--- config.mk ---
export PLATFORM = sky130hd
export DESIGN_NAME = byte_to_word_buffer
export DESIGN_NICKNAME = d
export VERILOG_FILES = /design/src/rtl/byte_to_word_buffer_pkg.sv /design/src/rtl/byte_to_word_buffer_mem.sv /design/src/rtl/byte_to_word_buffer.sv
export SDC_FILE = /design/constraint.sdc
export NUM_CORES = 1
export LEC_CHECK = 0
export CELL_PAD_IN_SITES_DETAIL_PLACEMENT = 1
export CELL_PAD_IN_SITES_GLOBAL_PLACEMENT = 2
export CORE_MARGIN = 2
export CORE_UTILIZATION = 43
export DETAILED_ROUTE_END_ITERATION = 16
export PLACE_DENSITY = 0.8
export RECOVER_POWER = 25
export SYNTH_ARGS = -nofsm -noshare
export SYNTH_HDL_FRONTEND = slang
export SYNTH_SLANG_ARGS = --single-unit
export TNS_END_PERCENT = 20
--- constraint.sdc ---
create_clock -name clk -period 2.88 [get_ports clk]
set_input_delay 0.864 -clock clk [delete_from_list [all_inputs] [get_ports clk]]
set_output_delay 0.864 -clock clk [all_outputs]
set_load 0.005 [all_outputs]
--- src/rtl/byte_to_word_buffer_pkg.sv ---
// byte_to_word_buffer_pkg: shared widths and helpers for the byte-to-word buffer
package byte_to_word_buffer_pkg;
   localparam int BYTE_W     = 8;
   localparam int WORD_BYTES = 4;
   localparam int WORD_W     = BYTE_W * WORD_BYTES;
   function automatic int clog2(input int v);
      int r;
      r = 0;
      while ((1 << r) < v) r++;
      return r;
   endfunction
endpackage

--- src/rtl/byte_to_word_buffer_mem.sv ---
// byte_ring_mem: byte-write, wrapped 4-byte-read register array without reset
module byte_ring_mem
   import byte_to_word_buffer_pkg::*;
#(
   parameter int DEPTH = 16,
   parameter int PTR_W = clog2(DEPTH)
) (
   input  logic              clk,
   input  logic              we,
   input  logic [PTR_W-1:0]  waddr,
   input  logic [BYTE_W-1:0] wdata,
   input  logic [PTR_W-1:0]  raddr,
   output logic [WORD_W-1:0] rdata
);
   logic [BYTE_W-1:0] mem [DEPTH];
   always_ff @(posedge clk)
      if (we) mem[waddr] <= wdata;
   // pointer-width adds wrap the read indices modulo DEPTH
   always_comb
      for (int i = 0; i < WORD_BYTES; i++)
         rdata[WORD_W-1-i*BYTE_W -: BYTE_W] = mem[raddr + PTR_W'(i)];
endmodule

--- src/rtl/byte_to_word_buffer.sv ---
// byte_to_word_buffer: byte-in, word-out circular buffer with flush
module byte_to_word_buffer
   import byte_to_word_buffer_pkg::*;
#(
   parameter int DEPTH = 16,
   localparam int PTR_W = clog2(DEPTH)
) (
   input  logic              clk,
   input  logic              rst,
   input  logic              flush,
   input  logic              in_valid,
   input  logic [BYTE_W-1:0] in_data,
   output logic              in_ready,
   output logic              out_valid,
   output logic [WORD_W-1:0] out_data,
   input  logic              out_ready,
   output logic [PTR_W:0]    level
);
   localparam logic [PTR_W:0] LVL_WORD = (PTR_W+1)'(WORD_BYTES);
   localparam logic [PTR_W:0] LVL_FULL = (PTR_W+1)'(DEPTH);
   logic [PTR_W-1:0] wr_ptr, rd_ptr;
   logic             push, pop;
   // ready/valid decode only the registered level, never same-cycle traffic
   assign in_ready  = level != LVL_FULL;
   assign out_valid = level >= LVL_WORD;
   assign push      = in_valid & in_ready;
   assign pop       = out_valid & out_ready;
   always_ff @(posedge clk or posedge rst)
      if (rst) begin
         wr_ptr <= '0;
         rd_ptr <= '0;
         level  <= '0;
      end else if (flush) begin
         wr_ptr <= '0;
         rd_ptr <= '0;
         level  <= '0;
      end else begin
         wr_ptr <= push ? wr_ptr + 1'b1 : wr_ptr;
         rd_ptr <= pop ? rd_ptr + PTR_W'(WORD_BYTES) : rd_ptr;
         level  <= level + (PTR_W+1)'(push) - (pop ? LVL_WORD : '0);
      end
   byte_ring_mem #(.DEPTH(DEPTH), .PTR_W(PTR_W)) u_mem (
      .clk  (clk),
      .we   (push & ~flush),
      .waddr(wr_ptr),
      .wdata(in_data),
      .raddr(rd_ptr),
      .rdata(out_data)
   );
endmodule

gate_families.png
(4 px per um)
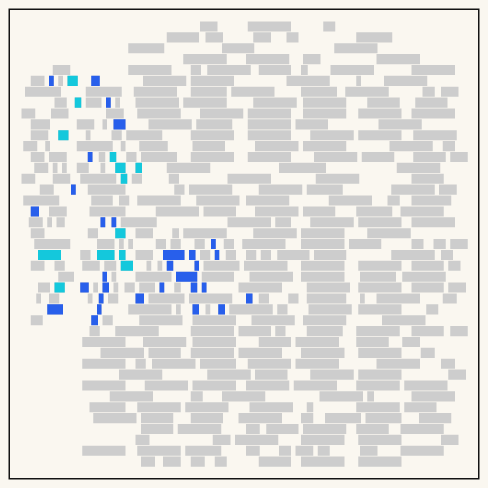
[cyan] inverting AOI/OAI gates | cells: 13 | most used: a21oi_1
[blue] NOR gates | cells: 30 | most used: nor2_1
logic gate fraction of the total cell area: 17.9%
Post-Layout Cell Count: 544
top logic cell by instance count in the layout: sky130_fd_sc_hd__edfxtp_1

registers.png
(3 px per um)
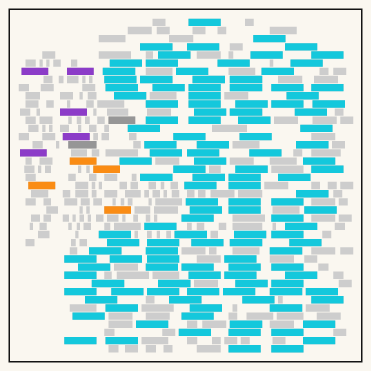
[purple] `level` | flops: 5
[cyan] `u_mem.mem` | flops: 128
[orange] `wr_ptr` | flops: 4 | where: west

port_nets.png
(3 px per um)
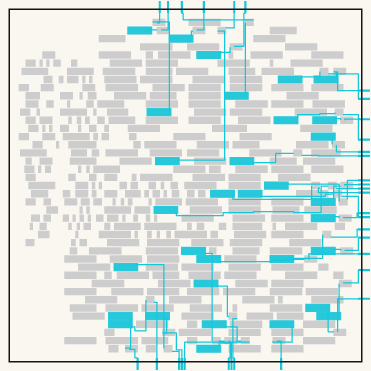
[cyan] `out_data` | bits: 32 | direction: output | edge: 17 east, 9 south, 6 north | end cells: 32 | buffers: 32 | wire: 934 um
port bufs: 51
boundary pin count: 52

density.png
(2 px per um) 12 x 12 tiles, from dark purple (low) to yellow (high), 0 to 100% covered.
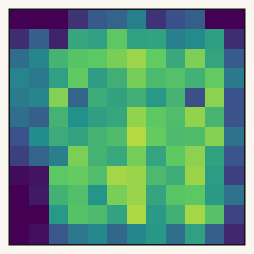
emptiest ninth of the die: south-west
nearly empty tiles: 6.2%
fullest tile: 89%
mean over tiles: 51%
tiles over 75% full: 18%
area of the core region: 0.0125 mm^2
fp util: 43.9%
post-route core utilization: 57.2%

final_clocks.png
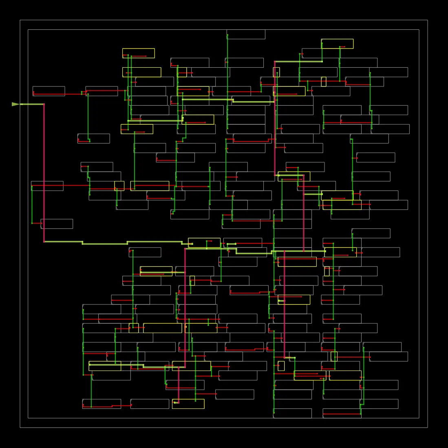
final clock skew: 0.00783 ns
sequential cell count: 139

==> flow_metrics.tcl <==
# flow metrics
set metrics [dict create \
    fin_nets 384 \
    timing_hold_violations_final 0 \
    die-area_mm2 0.0137 \
    worstSetupEndpoint "out_data[8]" \
    fraction_of_final_layout_cells_sized_beyond_drive_strength_1_pct 27.4 \
    timing.critical_path.buf_inv 3 \
    worst-path-stages 4 \
    final.hold.worst_slack_ns 0.643 \
    rsz0062_at_grt "false" \
    yosysChipArea_mm2 0.00549 \
    met3_capacity_usage_during_global_routing_pct 5.30 \
    fin_total_pwr_mw 5.84 \
    grt_start_max_net_pins 23 \
    synth.distinct_cells 33 \
    cts.path.max_buffers 2 \
    syn_inst 274 \
    cts_max_level 4 \
    ys_async_sr_fraction_pct 7.91 \
    met3WireLength_um 505 \
    critical-path-slowest-cell "sky130_fd_sc_hd__mux4_2" \
    worst_path_maximum_fanout 8 \
    critical_path.top_delay_family "buffers and inverters" \
    reg2reg_setup_slack_ns 0.33 \
    crit_path_end_kind "output port" \
    synth_top_cell_by_area "sky130_fd_sc_hd__edfxtp_1" \
    layout_top_cells_excl_fill_tap "sky130_fd_sc_hd__edfxtp_1, sky130_fd_sc_hd__mux4_2, sky130_fd_sc_hd__buf_4, sky130_fd_sc_hd__clkbuf_16, sky130_fd_sc_hd__dlymetal6s2s_1" \
    path_cells "buf_4 > buf_12 > mux4_2 > dlygate4sd2_1" \
    drt-met1-wl_um 5100 \
    clock_net_power_mw 2.40 \
    run_status "completed" \
    avgRoutedWirePerCell_um 21.3 \
    grt.busiest_layer "met2" \
    ant_nets 0 \
    wire_length_of_the_first_global_routing_pass_um 17800 \
    timing_max_transition_violations_final 0 \
    detailroute.via_count 2870 \
    area_grow_syn2layout_pct 30.4 \
    globalRouteOverflowTotal 0 \
    required_ns 2.02 \
    synthTopCellsByCount "sky130_fd_sc_hd__edfxtp_1, sky130_fd_sc_hd__mux4_2, sky130_fd_sc_hd__nor2_1" \
    placement.cell_area_mm2 0.00636 \
    clk_tree_root_cell "sky130_fd_sc_hd__clkbuf_16" \
]
-- cells by family (layout without fill, tap and decap cells) --
logic type / Yosys count / in the layout / share of synthesized area, %
mux: 35 / 35 / 13.8
buf+inv: 28 / 126 / 2.05
flops: 139 / 139 / 75.0
simple gates: 43 / 43 / 3.87
fa+ha+maj: 12 / 12 / 2.73
xor+xnor: 2 / 2 / 0.319
compound gates: 15 / 15 / 2.19
-- cell type report --
class / instances / area [um^2]
Clock buffer: 18 / 429
Clock inverter: 14 / 225
Fill cell: 1143 / 5360
Inverter: 14 / 55.1
Multi-Input combinational cell: 107 / 1280
Sequential cell: 139 / 4120
Tap cell: 172 / 215
Timing Repair Buffer: 80 / 832
